## src/rtl/store_narrow_unit.sv

```systemverilog
// Store narrowing unit: narrows a 32-bit value to byte/half/word and writes it big-endian,
// one byte per accepted memory cycle. Optional truncation check enabled by STORE_TRUNC_CHECK_EN.
module store_narrow_unit #(
    parameter int ADDR_W = 32
) (
    input  logic              clk,
    input  logic              reset,
    input  logic              st_valid,
    output logic              st_ready,
    input  logic [31:0]       st_data,
    input  logic [ADDR_W-1:0] st_addr,
    input  logic [1:0]        st_size,
    output logic              st_done,
    output logic              st_err,
    output logic              trunc_ovf,
    output logic              mem_we,
    output logic [ADDR_W-1:0] mem_addr,
    output logic [7:0]        mem_wdata,
    input  logic              mem_ready
);

    localparam logic [1:0] S_IDLE  = 2'd0;
    localparam logic [1:0] S_WRITE = 2'd1;
    localparam logic [1:0] S_DONE  = 2'd2;

    localparam logic [1:0] SZ_BYTE = 2'b00;
    localparam logic [1:0] SZ_HALF = 2'b01;
    localparam logic [1:0] SZ_WORD = 2'b10;

    logic [1:0]        state;
    logic [1:0]        byte_idx;
    logic [1:0]        last_idx;
    logic [ADDR_W-1:0] base_addr;
    logic [31:0]       shift_data;
    logic              err_pulse;

    logic              accept;
    logic              req_ok;
    logic [31:0]       aligned_data;
    logic [1:0]        req_last_idx;

    assign accept = st_valid && st_ready;

    // The kept bytes are left-justified so the next byte to send is always shift_data[31:24].
    always_comb begin
        req_ok       = 1'b0;
        aligned_data = st_data;
        req_last_idx = 2'd0;
        case (st_size)
            SZ_BYTE: begin
                req_ok       = 1'b1;
                aligned_data = {st_data[7:0], 24'h0};
                req_last_idx = 2'd0;
            end
            SZ_HALF: begin
                req_ok       = !st_addr[0];
                aligned_data = {st_data[15:0], 16'h0};
                req_last_idx = 2'd1;
            end
            SZ_WORD: begin
                req_ok       = (st_addr[1:0] == 2'b00);
                aligned_data = st_data;
                req_last_idx = 2'd3;
            end
            default: begin
                req_ok       = 1'b0;
                aligned_data = st_data;
                req_last_idx = 2'd0;
            end
        endcase
    end

`ifdef STORE_TRUNC_CHECK_EN
    logic ovf_next;
    logic ovf_q;

    always_comb begin
        ovf_next = 1'b0;
        case (st_size)
            SZ_BYTE: ovf_next = (st_data[31:8]  != {24{st_data[7]}});
            SZ_HALF: ovf_next = (st_data[31:16] != {16{st_data[15]}});
            default: ovf_next = 1'b0;
        endcase
    end

    always_ff @(posedge clk) begin
        if (reset) begin
            ovf_q <= 1'b0;
        end else if (state == S_IDLE && accept && req_ok) begin
            ovf_q <= ovf_next;
        end
    end

    assign trunc_ovf = (state == S_DONE) && ovf_q;
`else
    assign trunc_ovf = 1'b0;
`endif

    // Main sequencer; data only shifts on an accepted byte so outputs hold during stalls.
    always_ff @(posedge clk) begin
        if (reset) begin
            state      <= S_IDLE;
            byte_idx   <= 2'd0;
            last_idx   <= 2'd0;
            base_addr  <= '0;
            shift_data <= 32'h0;
            err_pulse  <= 1'b0;
        end else begin
            err_pulse <= 1'b0;
            case (state)
                S_IDLE: begin
                    if (accept) begin
                        if (req_ok) begin
                            base_addr  <= st_addr;
                            shift_data <= aligned_data;
                            last_idx   <= req_last_idx;
                            byte_idx   <= 2'd0;
                            state      <= S_WRITE;
                        end else begin
                            err_pulse <= 1'b1;
                        end
                    end
                end
                S_WRITE: begin
                    if (mem_ready) begin
                        shift_data <= {shift_data[23:0], 8'h0};
                        byte_idx   <= byte_idx + 2'd1;
                        if (byte_idx == last_idx) begin
                            state <= S_DONE;
                        end
                    end
                end
                S_DONE: begin
                    state <= S_IDLE;
                end
                default: begin
                    state <= S_IDLE;
                end
            endcase
        end
    end

    assign st_ready  = (state == S_IDLE) && !reset;
    assign st_done   = (state == S_DONE);
    assign st_err    = err_pulse;
    assign mem_we    = (state == S_WRITE);
    assign mem_addr  = mem_we ? (base_addr + ADDR_W'(byte_idx)) : '0;
    assign mem_wdata = mem_we ? shift_data[31:24] : 8'h0;

endmodule

```

## config.mk

```make
export PLATFORM = sky130hd
export DESIGN_NAME = store_narrow_unit
export DESIGN_NICKNAME = d
export VERILOG_FILES = /design/src/rtl/store_narrow_unit.sv
export SDC_FILE = /design/constraint.sdc
export NUM_CORES = 1
export LEC_CHECK = 0
export ABC_AREA = 0
export CAP_MARGIN = 20
export CORE_ASPECT_RATIO = 1.75
export CORE_MARGIN = 2
export CORE_UTILIZATION = 48
export CTS_CLUSTER_DIAMETER = 80
export DETAILED_ROUTE_END_ITERATION = 7
export GPL_TIMING_DRIVEN = 0
export PLACE_DENSITY = 0.89
export SYNTH_ARGS = -nofsm -noshare
export SYNTH_HDL_FRONTEND = slang
export SYNTH_SLANG_ARGS = --single-unit
```

## constraint.sdc

```tcl
create_clock -name clk -period 3.42 [get_ports clk]
set_clock_uncertainty 0.1 [all_clocks]
set_input_delay 0.684 -clock clk [delete_from_list [all_inputs] [get_ports clk]]
set_output_delay 0.684 -clock clk [all_outputs]
set_load 0.01 [all_outputs]
```

ff_map.png
(3 px per um)
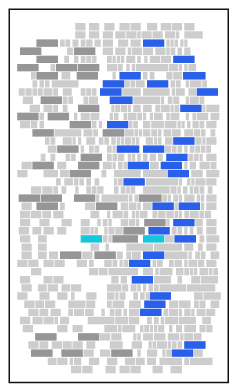
Cyan marks `state`, sequential cells 2. Blue marks `base_addr`, sequential cells 32.

==> Slide: Implementation Results <==
Flow Results at a Glance

Critical path
  • Number of cells on the critical path: 8
  • WP data arrival: around 2700 ps
  • Crit Path Category: reg2out
  • Largest fanout on the critical path: 5
  • Critical path buffers and inverters: 2
  • Top cell by count, worst path: or4_4
  • Family with the most delay on the worst path: simple AND/OR/NAND/NOR gates
  • Critical path required time: roughly 2600 ps
  • Critical Path Sink Type: output pin
  • R2R cell count: 7

Worst hold path
  • Hold Path Class: reg2reg

GRT
  • Initial antenna violation count: 0
  • Layer with the highest usage: met2
  • Grt ovf: 0
  • Vias in the first global route: approximately 4500
  • First-pass GRT wire length: roughly 22000 um
  • Total GRT Usage: 0.328
  • GR Util met1: 0.325
  • Largest net degree at the start of global routing: 14
  • Met3 global-route usage: 0.0534

Clock tree
  • Clock Tree Buf Depth: 2
  • Worst-path clk slew: around 60 ps
  • Cells resized by post-CTS repair: 66
  • Hold Buf Count CTS: 0
  • CTS Buf Count: 9
  • Root Buffer: clkbuf_16
  • Post-CTS setup repair buffer count: 4
  • Clk latency late pin: around 330 ps

Final timing
  • Worst-case headroom to the max-slew limit: 0.318
  • Worst hold margin: approximately 360 ps
  • # setup viols final: 6
  • Fmax: around 0.28 GHz
  • Max-slew violations: 0
  • Minimum clock period: approximately 3500 ps
  • Final WS setup: -106 ps

Layout
  • Diodes inserted: 0
  • Clock buf count: 10
  • Fillers: between 500 and 600
  • Number of non-clock inverters in the layout: 9
  • Flop share of the area: 0.247
  • Top Layout Cells: clkdlybuf4s50_1, nand2_1, dfxtp_1
  • Comb gates: about 370
  • NonClk Buf Share: 0.238
  • Most numerous logic cell after layout: clkdlybuf4s50_1
  • Nets: ~710
  • Clock-cell share of area: 0.0573
  • Largest class: logic gates
  • Combinational gate area: 2500 um2
  • Layout cells sized above 1: 0.142
  • P&R area growth vs syn: 46.6%

Yosys
  • Post-Synth XOR/XNOR Area: 0.0311
  • Cell area leaders: dfxtp_1, a21oi_1, nand2_1
  • Synth Seq Share: 0.360
  • Top-area cell share: 0.360
  • Adder Area Share: 0.0241
  • EDFF count, synth: 0
  • Cell Type Count: ~44
  • Synth Warn #: 0
  • AO/OA Area Share: 0.269
  • Top FF cell, synth: dfxtp_1
  • Synth top cell by count: nand2_1
  • Post-Syn Nets: about 580
  • Mapped cell area: roughly 3900 um2
  • Yosys Chip Area: around 3900 um2
  • Synth area leader: dfxtp_1
  • Yosys Instances: 498
  • Flops after synth: between 70 and 80

Power and ir drop
  • Max VDD drop: between 0.3 and 0.4 mV
  • PwrDens: approximately 390 nW/um2
  • Pleak: just under 2 nW

Status
  • Outcome: finished, violations left
  • Failing checks: negative setup slack

Route
  • 1st-iter DRT viols: 550
  • Vias/cell: 6.58
  • DR top layer: met4
  • DR WL met3: 1080 um
  • WL/cell: 21.7 um
  • Total number of vias: roughly 4800
  • Metal1 wirelength: 5260 um

Floorplan
  • IO Count: approximately 120
  • Die Y: between 100 and 150 um
  • Die X-Extent: approximately 73 um

Job
  • Tool warnings: 30

Placement
  • HPWL after DPL: approximately 10000 um
  • Post-DP Area: ~5200 um2
  • Post-Place Worst Slack: -369 ps
port_trees.png
(4 px per um)
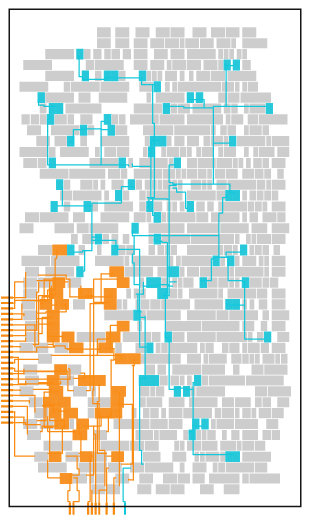
Orange marks `st_data`, direction input, end cells 40, buffers 32, wire 868 um. Cyan marks `reset`, direction input, end cells 66, buffers 8, wire 653 um.

==> metrics by stage <==
step	std cells	TNS (ps)
after floorplan	498	0
after global placement	701	-6420
after detailed placement	701	-9160
after CTS	721	0
after global routing	724	-1180
final	724	-420
==> final timing paths <==
check / to / slack [ps] / start
worst max-delay path: mem_addr[30] / -110 / byte_idx[0]
worst min register to register: shift_data[30] / 360 / shift_data[30]
worst min-delay path: shift_data[30] / 360 / shift_data[30]
worst max register to register: shift_data[13] / 850 / state[1]
==> power breakdown <==
part	internal [mW]	switching [mW]	total (mW)
Combinational	0.150	0.163	0.313
Clock	0.662	0.387	1.05
Sequential	0.855	0.0248	0.880
==> logic make-up after synthesis <==
kind of cell,Yosys count
flops,71
other cells,1
simple gates,199
mux,1
xor+xnor,14
compound gates,149
buf+inv,56
fa+ha+maj,7
Power is estimated from default activity; no workload was simulated.
